<file path="src/rtl/prbs9_err_window.sv">
// ============================================================================
// Module  : prbs9_err_window
// Brief   : Loss-of-lock window: counts compared bits modulo WIN_LEN and the
//           mismatches inside the window; flags the sample that reaches ERR_THR.
// Rev     : 1.0  initial release
// ============================================================================
`default_nettype none

module prbs9_err_window #(
    parameter int WIN_LEN = 128,
    parameter int ERR_THR = 8
) (
    input  logic clk,
    input  logic i_reset,
    input  logic i_clear,
    input  logic i_step,
    input  logic i_mismatch,
    output logic o_trip
);

    localparam int WIN_W = (WIN_LEN > 1) ? $clog2(WIN_LEN) : 1;
    localparam int ERR_W = (ERR_THR > 1) ? $clog2(ERR_THR) : 1;

    localparam logic [WIN_W-1:0] C_WIN_LAST = WIN_W'(WIN_LEN - 1);
    localparam logic [ERR_W-1:0] C_ERR_LAST = ERR_W'(ERR_THR - 1);

    logic [WIN_W-1:0] r_win_cnt;
    logic [ERR_W-1:0] r_err_cnt;

    assign o_trip = i_step && i_mismatch && (r_err_cnt == C_ERR_LAST);

    always_ff @(posedge clk) begin
        if (i_reset || i_clear) begin
            r_win_cnt <= '0;
            r_err_cnt <= '0;
        end else if (i_step) begin
            if (o_trip || (r_win_cnt == C_WIN_LAST)) begin
                r_win_cnt <= '0;
                r_err_cnt <= '0;
            end else begin
                r_win_cnt <= r_win_cnt + 1'b1;
                if (i_mismatch) begin
                    r_err_cnt <= r_err_cnt + 1'b1;
                end
            end
        end
    end

endmodule

`default_nettype wire

</file>
<file path="config.mk">
export PLATFORM = sky130hd
export DESIGN_NAME = prbs9_err_window
export DESIGN_NICKNAME = d
export VERILOG_FILES = /design/src/rtl/prbs9_err_window.sv
export SDC_FILE = /design/constraint.sdc
export NUM_CORES = 1
export LEC_CHECK = 0
export CAP_MARGIN = 20
export CORE_AREA = 5 5 42 44
export DETAILED_ROUTE_END_ITERATION = 10
export DIE_AREA = 0 0 47 49
export PLACE_DENSITY = 0.56
export SLEW_MARGIN = 10
export SYNTH_ARGS = -nofsm -noshare
export SYNTH_HDL_FRONTEND = slang
export SYNTH_SLANG_ARGS = --single-unit
</file>
<file path="constraint.sdc">
create_clock -name clk -period 2.2 [get_ports clk]
set_input_delay 0.44 -clock clk [delete_from_list [all_inputs] [get_ports clk]]
set_output_delay 0.44 -clock clk [all_outputs]
set_load 0.02 [all_outputs]
</file>
==> images/m3.png <==
Drawn at 8 px/um.
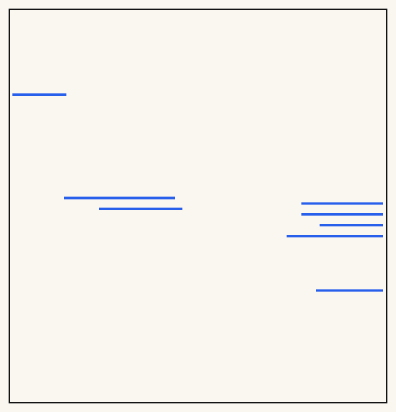
share of all routed wire = 8.8%
nets with wire on the layer = 7
longest straight run = 13.6 um
via count: 382
M3 GR Usage: 4.43%
DRT Wirelength: 880 um

==> images/class_map.png <==
Drawn at 6 px/um.
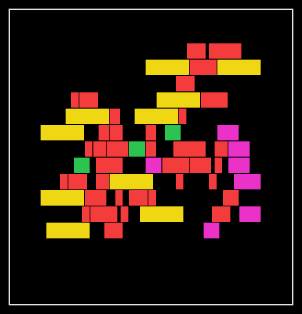
red -> remaining logic cells  # cells 37
yellow -> registers  # cells 10
magenta -> remaining buffers and delay cells  # cells 7
green -> clock-net drivers  # cells 3
row cnt: 14
core area: 0.00140 mm^2
Final Instance Area: 588 um^2
fraction of area in registers: 34.0%

==> images/ff_map.png <==
Drawn at 12 px/um.
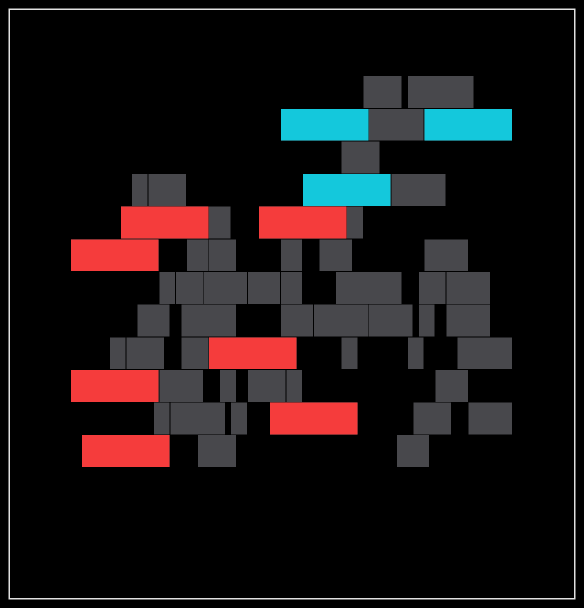
red -> r_win_cnt  # flops 7
cyan -> r_err_cnt  # flops 3
Core Util, Final: 42.0%
Flop area: 200 um^2
Seq group: 0.185 mW

==> results.yml <==
# implementation run metrics
logic_synthesis:
  edf_count: 0
  avgSynthCellArea_um2: 10.1
  netlist-cell-type-count: 23
  ys_seq_share_pct: 41.5
  synthTopLogicFamily: "simple AND/OR/NAND/NOR gates"
  yosys-top-cells-area: "dfxtp_1, ha_1, xor2_1"
  top_cell: "dfxtp_1"
  xor_area_share_pct: 7.25
  async_flop_share_pct: 0
  simple_gate_share_pct: 20.2
  syn-num-nets: 56
placed_design:
  port_buffers: 5
  place_inst: 70
  placed_area_um2: 563
  place.gp.congestion: 0.669
  dp_hpwl_um: 625
global_route:
  grt_use_met2_pct: 11.5
  antenna_found_initial: 0
  grt_usage_pct: 8.83
  grt_pass1_wl_um: 1460
  grt_start_max_net_pins: 10
  met1_usage_pct: 11.8
  grt_busiest_layer: "met1"
  grt_overflow_total: 0
critical_path:
  crit_start: "r_err_cnt[0]"
  crit_fanout: 3
  r2r-end: "r_err_cnt[0]"
  rr_startpoint: "r_err_cnt[0]"
  crit_path_end_kind: "primary output"
  crit_family: "adder cells"
  cp.depth: 4
  reg2reg_depth: 5
  rrSetupSlack_ns: 0.49
  criticalPathCategory: "reg -> out"
  path_common_cell: "ha_1"
  cpPeakStageDelay_ns: 0.32
clock_tree:
  cts_tree: "yes"
  ctsHtreeMaxLevel: 1
  cts_setup_buffers: 0
  cts_buffers: 3
  cts.clk_slew.worst_paths_ns: 0.06
  clock-sinks: 10
  clkLatencyLatePin_ns: 0.26
layout:
  logic_area_um2: 274
  layout.cells.most_common: "dfxtp_1"
  nonClkBufAreaFrac_pct: 11.5
  n_fill_cell: 142
  antennaDiodeCount: 0
  design.final.nets: 67
  clock_area_share_pct: 3.83
  regMostFlops: "r_win_cnt"
  layout-drive-gt1-share_pct: 19.3
  largest_class: "multi-input combinational cells"
  sh_comb_area_pct: 46.6
  seq_cells: 10
  final_cells: 73
job:
  warnings: 26
  cap_violations: 0
worst_hold_path:
  hold_class: "reg -> reg"
timing:
  fmax_ghz: 0.548
  worst_slew_pin_slew_ns: 0.326
  hold_violations: 0
  rsz0062_at_grt: "no"
  hold_slack_ns: 0.491
  timing.final.crit_share_pct: 83.0
  layout_setup_ws_ns: 0.374
  maxSlewHeadroom_pct: 78.1
  slew_viol_final: 0
drt:
  dr.pass1.iters: 2
  drt_iter0_markers: 6
  routed.top_layer: "met4"
  wl_per_cell_um: 12.1
  drt-met1-wl_um: 405
power_and_ir_drop:
  switching_share_pct: 21.5
  powerComb_mw: 0.0272
  internal_power_mw: 0.262
  pwr-share-clk_pct: 36.4
  clock_power_mw: 0.121
  p_seq_share_pct: 55.5
  total_power_mw: 0.333
  p_leak_nw: 0.247
run_status:
  status: "complete, no violations"
die:
  tap-cell-count: 16
  die_w_um: 47
No activity file was given, so power comes from the tool's default toggle rates.
